[src/rtl/qz_deser_fifo_pkg.sv]
// Shared definitions for the QZ deserializer: width helpers and reset values.
package qz_deser_fifo_pkg;

   // Widest packed word the collector supports.
   localparam int MAX_WIDTH = 16;

   // LEVEL must count 0..DEPTH, so it needs one bit beyond the pointer width.
   localparam int LVL_EXTRA_BITS = 1;

   // Value loaded into the collector shift register and FIFO storage on reset.
   localparam logic [MAX_WIDTH-1:0] SR_RST_VAL = 16'h0000;

   // FIFO pointer width for a power-of-two depth.
   function automatic int ptr_w(input int depth);
      return $clog2(depth);
   endfunction

   // Occupancy counter width for a given depth.
   function automatic int lvl_w(input int depth);
      return $clog2(depth) + LVL_EXTRA_BITS;
   endfunction

   // Partial-word bit counter width for a given word width.
   function automatic int part_w(input int width);
      return $clog2(width) + 1;
   endfunction

endpackage

[src/rtl/qz_deser_fifo_sync_fifo_core.sv]
// Synchronous FIFO storage with occupancy count and sticky overflow.
// A push into a full FIFO is still accepted when the head is popped on the
// same edge; otherwise it is dropped and the overflow flag latches.
module sync_fifo_core
   import qz_deser_fifo_pkg::*;
#(
   parameter int WIDTH = 4,
   parameter int DEPTH = 4
) (
   input  logic                      CLK,
   input  logic                      RST,
   input  logic                      push,
   input  logic [WIDTH-1:0]          wdata,
   input  logic                      rdy,
   output logic [WIDTH-1:0]          rdata,
   output logic                      valid,
   output logic [lvl_w(DEPTH)-1:0]   level,
   output logic                      ovf
);

   localparam int AW = ptr_w(DEPTH);
   localparam int LW = lvl_w(DEPTH);
   localparam logic [AW-1:0] PTR_ONE  = AW'(1'b1);
   localparam logic [AW-1:0] PTR_ZERO = AW'(1'b0);
   localparam logic [LW-1:0] LVL_ONE  = LW'(1'b1);
   localparam logic [LW-1:0] LVL_ZERO = LW'(1'b0);
   localparam logic [LW-1:0] LVL_FULL = LW'(DEPTH);

   logic [WIDTH-1:0] mem_r [DEPTH];
   logic [AW-1:0]    rd_ptr_r;
   logic [AW-1:0]    wr_ptr_r;
   logic [LW-1:0]    level_r;
   logic             ovf_r;

   logic             pop_s;
   logic             accept_s;
   logic             drop_s;
   logic [LW-1:0]    level_nxt_s;

   // Decide pop/accept/drop and the next occupancy from registered state.
   always_comb begin
      pop_s       = 1'b0;
      accept_s    = 1'b0;
      drop_s      = 1'b0;
      level_nxt_s = level_r;
      pop_s    = (level_r != LVL_ZERO) && rdy;
      accept_s = push && ((level_r != LVL_FULL) || pop_s);
      drop_s   = push && !accept_s;
      case ({accept_s, pop_s})
         2'b10:   level_nxt_s = level_r + LVL_ONE;
         2'b01:   level_nxt_s = level_r - LVL_ONE;
         default: level_nxt_s = level_r;
      endcase
   end

   // Storage, pointers, occupancy and sticky overflow register.
   always_ff @(posedge CLK or posedge RST) begin
      if (RST) begin
         for (int i = 0; i < DEPTH; i++) begin
            mem_r[i] <= SR_RST_VAL[WIDTH-1:0];
         end
         rd_ptr_r <= PTR_ZERO;
         wr_ptr_r <= PTR_ZERO;
         level_r  <= LVL_ZERO;
         ovf_r    <= 1'b0;
      end else begin
         if (accept_s) begin
            mem_r[wr_ptr_r] <= wdata;
            wr_ptr_r        <= wr_ptr_r + PTR_ONE;
         end else begin
            wr_ptr_r        <= wr_ptr_r;
         end
         if (pop_s) begin
            rd_ptr_r <= rd_ptr_r + PTR_ONE;
         end else begin
            rd_ptr_r <= rd_ptr_r;
         end
         level_r <= level_nxt_s;
         ovf_r   <= ovf_r | drop_s;
      end
   end

   assign rdata = mem_r[rd_ptr_r];
   assign valid = (level_r != LVL_ZERO);
   assign level = level_r;
   assign ovf   = ovf_r;

endmodule

[src/rtl/qz_deser_fifo.sv]
// Serial-to-parallel collector for the LUT+FF macro's QZ output.
// Samples are packed LSB-first into WIDTH-bit words and queued for a
// valid/ready consumer. All outputs come from registered state.
module qz_deser_fifo
   import qz_deser_fifo_pkg::*;
#(
   parameter int WIDTH = 4,
   parameter int DEPTH = 4
) (
   input  logic                       CLK,
   input  logic                       RST,
   input  logic                       D,
   input  logic                       EN,
   input  logic                       FLUSH,
   input  logic                       OREADY,
   output logic [WIDTH-1:0]           ODATA,
   output logic                       OVALID,
   output logic [lvl_w(DEPTH)-1:0]    LEVEL,
   output logic [part_w(WIDTH)-1:0]   PART,
   output logic                       OVF
);

   localparam int PW = part_w(WIDTH);
   localparam logic [PW-1:0] PART_ZERO = PW'(1'b0);
   localparam logic [PW-1:0] PART_LAST = PW'(WIDTH - 1);

   logic [WIDTH-1:0] sr_r;
   logic [PW-1:0]    part_r;

   logic [WIDTH-1:0] sr_with_s;
   logic [PW-1:0]    part_with_s;
   logic             full_s;
   logic             flush_push_s;
   logic             push_s;

   // Fold this cycle's sample into the partial word and decide whether to push.
   always_comb begin
      sr_with_s    = sr_r;
      part_with_s  = part_r;
      full_s       = 1'b0;
      flush_push_s = 1'b0;
      push_s       = 1'b0;
      for (int i = 0; i < WIDTH; i++) begin
         if (EN && (part_r == PW'(i))) begin
            sr_with_s[i] = D;
         end else begin
            sr_with_s[i] = sr_r[i];
         end
      end
      part_with_s = part_r + {{(PW-1){1'b0}}, EN};
      full_s      = EN && (part_r == PART_LAST);
      // A flush alongside a completing bit yields only the full word.
      flush_push_s = FLUSH && !full_s && (part_with_s != PART_ZERO);
      push_s       = full_s || flush_push_s;
   end

   // Collector state: restart empty after any push, otherwise keep accumulating.
   always_ff @(posedge CLK or posedge RST) begin
      if (RST) begin
         sr_r   <= SR_RST_VAL[WIDTH-1:0];
         part_r <= PART_ZERO;
      end else if (push_s) begin
         sr_r   <= SR_RST_VAL[WIDTH-1:0];
         part_r <= PART_ZERO;
      end else begin
         sr_r   <= sr_with_s;
         part_r <= part_with_s;
      end
   end

   sync_fifo_core #(
      .WIDTH (WIDTH),
      .DEPTH (DEPTH)
   ) u_fifo (
      .CLK   (CLK),
      .RST   (RST),
      .push  (push_s),
      .wdata (sr_with_s),
      .rdy   (OREADY),
      .rdata (ODATA),
      .valid (OVALID),
      .level (LEVEL),
      .ovf   (OVF)
   );

   assign PART = part_r;

endmodule
[config.mk]
export PLATFORM = sky130hd
export DESIGN_NAME = qz_deser_fifo
export DESIGN_NICKNAME = d
export VERILOG_FILES = /design/src/rtl/qz_deser_fifo_pkg.sv /design/src/rtl/qz_deser_fifo_sync_fifo_core.sv /design/src/rtl/qz_deser_fifo.sv
export SDC_FILE = /design/constraint.sdc
export NUM_CORES = 1
export LEC_CHECK = 0
export CORE_AREA = 2 2 62 64
export DETAILED_ROUTE_END_ITERATION = 10
export DIE_AREA = 0 0 64 66
export GPL_TIMING_DRIVEN = 0
export HOLD_SLACK_MARGIN = 0.12
export MAX_ROUTING_LAYER = met4
export PLACE_DENSITY_LB_ADDON = 0.1
export SYNTH_ARGS = -nofsm -noshare
export SYNTH_HDL_FRONTEND = slang
export SYNTH_HIERARCHICAL = 1
export SYNTH_SLANG_ARGS = --single-unit
[constraint.sdc]
create_clock -name CLK -period 6.1 [get_ports CLK]
set_clock_uncertainty 0.1 [all_clocks]
set_input_delay 0.61 -clock CLK [delete_from_list [all_inputs] [get_ports CLK]]
set_output_delay 0.61 -clock CLK [all_outputs]
set_load 0.005 [all_outputs]
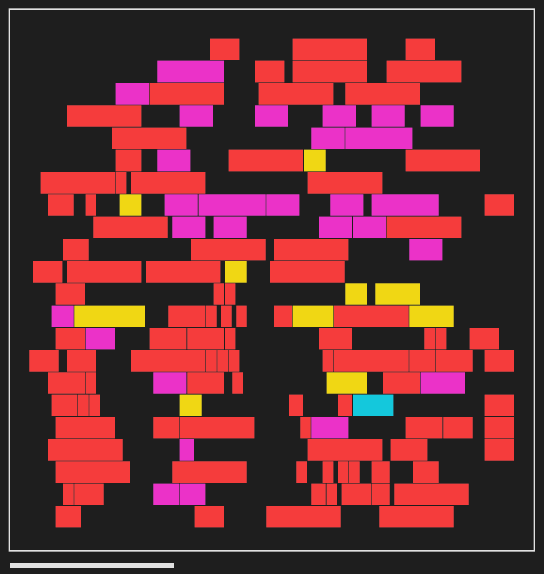
drive_strength.png
Bar = 20 µm.
Key: cyan = drive 6 and up [cells 1, most used clkbuf_8]; magenta = drive 2 [cells 28, most used mux2_2]; yellow = drive 3 to 4 [cells 10, most used clkbuf_4]; red = drive 1 or less [cells 99, most used dfrtp_1]

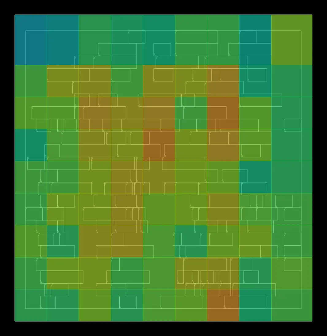
final_congestion.png
met3 usage: 4.77%
busiest layer in global routing: met2

## power by group
part           internal, W  switching (W)
sequential        0.000269      0.0000538
combinational     0.000172       0.000108
clock            0.0000533      0.0000652
total             0.000494       0.000227
## how the worst min path moves through the flow
stage                     from    endpoint  slack [ns]  depth (start not counted)
floorplan                  RST     PART[0]        0.31                          1
detailed placement  u_fifo/ovf  u_fifo/ovf        0.35                          1
finish              u_fifo/ovf  u_fifo/ovf        0.37                          1
global placement    u_fifo/ovf  u_fifo/ovf        0.34                          1
global route        u_fifo/ovf  u_fifo/ovf        0.41                          1
CTS                 u_fifo/ovf  u_fifo/ovf        0.37                          1
## critical path: stages
cell and delay (ns):
clkdlybuf4s50_1 0.47, ha_1 0.23, ha_1 0.30, o21ai_0 0.21
o211ai_2 0.28, or2b_2 0.28, ha_1 0.18, inv_1 0.06
fa_1 0.37, xor2_1 0.15, nor2_1 0.14, xor2_1 0.15
## cells by family after synthesis
logic type	share of synthesized area (%)
buffers and inverters	2.42
AOI/OAI and AO/OA	2.98
xor gates and xnor gates	3.95
DFF	50.0
adders and majority gates	6.93
muxes	21.4
and+or+nand+nor	12.3
## state kept, by name (all words and copies together), names as in the netlist
name and flops:
u_fifo/mem_r 16, sr_r 4, PART 3, u_fifo/level 3, u_fifo/rd_ptr_r 2, u_fifo/wr_ptr_r 2
u_fifo/ovf 1
## synthesized netlist by cell type
| library cell | instances | area share (%) |
|---|---|---|
| dfrtp_1 | 31 | 50 |
| mux2_2 | 17 | 12 |
| inv_1 | 9 | 2.2 |
| nor2_1 | 8 | 1.9 |
| ha_1 | 7 | 5.6 |
| nand2_1 | 7 | 1.7 |
| mux4_2 | 4 | 5.8 |
| xnor2_1 | 4 | 2.3 |
| xor2_1 | 3 | 1.7 |
| and3_1 | 2 | 0.81 |
| and4bb_1 | 2 | 1.6 |
| mux2_4 | 2 | 1.9 |
| nor2b_4 | 2 | 1.8 |
| a21o_2 | 1 | 0.56 |
| a21oi_1 | 1 | 0.32 |
| clkbuf_1 | 1 | 0.24 |
| fa_1 | 1 | 1.3 |
| mux2_1 | 1 | 0.73 |
| mux2i_1 | 1 | 0.64 |
| nand4b_1 | 1 | 0.56 |
| nor2b_1 | 1 | 0.40 |
| nor4b_2 | 1 | 0.97 |
| nor4b_4 | 1 | 1.5 |
| o211ai_2 | 1 | 0.81 |
| o21ai_0 | 1 | 0.32 |
| o21ai_1 | 1 | 0.32 |
| o31a_2 | 1 | 0.64 |
| or2b_2 | 1 | 0.56 |
| or3_2 | 1 | 0.48 |
## metal layers
layer,GRT usage (%),share of wire (%),up-vias
li1,-,-,441
met1,18.3,46,469
met2,25.1,49,17
met3,4.77,4.0,2
met4,5.71,0.74,0
met5,-,0,-
## stage by stage
step	std cells	utilization, %	instance area, µm²	total power, W	worst slack [ns]
after CTS	186	51.8	1840	0.000734	2.80
after floorplan	114	-	1550	0.000503	3.22
after global placement	179	50.2	1780	0.000599	2.54
after detailed placement	179	50.2	1780	0.000613	2.46
after global routing	186	51.8	1840	0.000784	2.61
final	186	51.8	1840	0.000721	2.82
==> reports/qor.yml <==
timing:
  fmax_mhz: 305
  post-route-period-util_pct: 53.8
  whs_ns: 0.370
  period_minus_slack_ns: 3.28
  finalHoldViolCount: 0
  setup-violations-final: 0
  relSlewSlack_pct: 38.8
  tightest_slew_ns: 0.917
  tns_ns: 0
yosys:
  syn_avg_cell_area_um2: 13.6
  yosysWarnings: 6
  synth_cell_types: 29
  netlist_instances: 114
  synth_seq_share_pct: 50.0
  yosys_cells: 114
  ys_ff: 31
  fp_nets: 128
  syn-cell-area_um2: 1550
  yosys_area_um2: 1550
floorplan:
  coreArea_um2: 3550
  die_h_um: 66
  chipArea_um2: 4220
  io_pins: 18
  std_cell_rows: 22
  dieWidth_um: 64
  initial_core_util_pct: 43.7
placement:
  dp_hpwl_um: 2030
  portBuffers: 17
  place.gp.congestion: 0.685
clock_network:
  cts_hold_buffers: 0
  cts_max_path_buffers: 2
  numCtsBuffers: 5
  post_cts_buffers: 0
  cts_sinks: 31
  cts.clk_slew.worst_paths_ns: 0.09
  clockRootBuffer: "clkbuf_4"
  cts_tree: "done"
  cts.repair.resized: 0
critical_path:
  r2r-end: "u_fifo/level[2]"
  worst_setup_path_end_kind: "flip-flop"
  arrival_ns: 3.43
  critical_path_class: "input port to flip-flop"
  r2r_setup_slack_ns: 3.14
  setup.worst_path.start_class: "input port"
  cp-startpoint: "EN"
  rr_startpoint: "PART[0]"
  crit_end: "u_fifo/level[2]"
  crit_required_ns: 6.25
  worstPathMaxFanout: 9
  reg2reg_depth: 11
outcome:
  outcome: "completed"
min_path:
  hold_class: "flip-flop to flip-flop"
detailed_routing:
  wirelength_um: 2700
  drc: 0
  wl_per_cell_um: 14.5
  drtIter0Drc: 33
  num_vias: 929
  ant_nets: 0
  vias_per_cell: 4.99
cells_and_area:
  inv_count: 9
  flop-count: 31
  final_cell_mix: "dfrtp_1 (31), clkdlybuf4s50_1 (17), mux2_2 (17)"
  sh_comb_area_pct: 40.2
  area_delta_synth_final_pct: 18.5
  sh_seq_area_pct: 42.2
  signal_buffers: 18
  drive_gt1_share_pct: 28.3
  final_common_cell: "dfrtp_1"
  clk_share_pct: 3.06
  antennaDiodeCount: 0
  clock_buffers: 6
  regArea_um2: 776
  buffer_area_share_pct: 9.46
  logic_gate_count: 73
  layout.nets: 152
  fill_cells: 323
global_route:
  grt_overflow: 0
  antenna_found_initial: 0
  grt_pass1_wl_um: 4700
  grt_max_degree: 25
  grt_pass1_vias: 956
  track_usage_pct: 15.5
job:
  maxCapViolations: 0
pwr:
  p_leak_nw: 0.869
Power figures rest on the tool's default switching activity, not on a simulated workload.
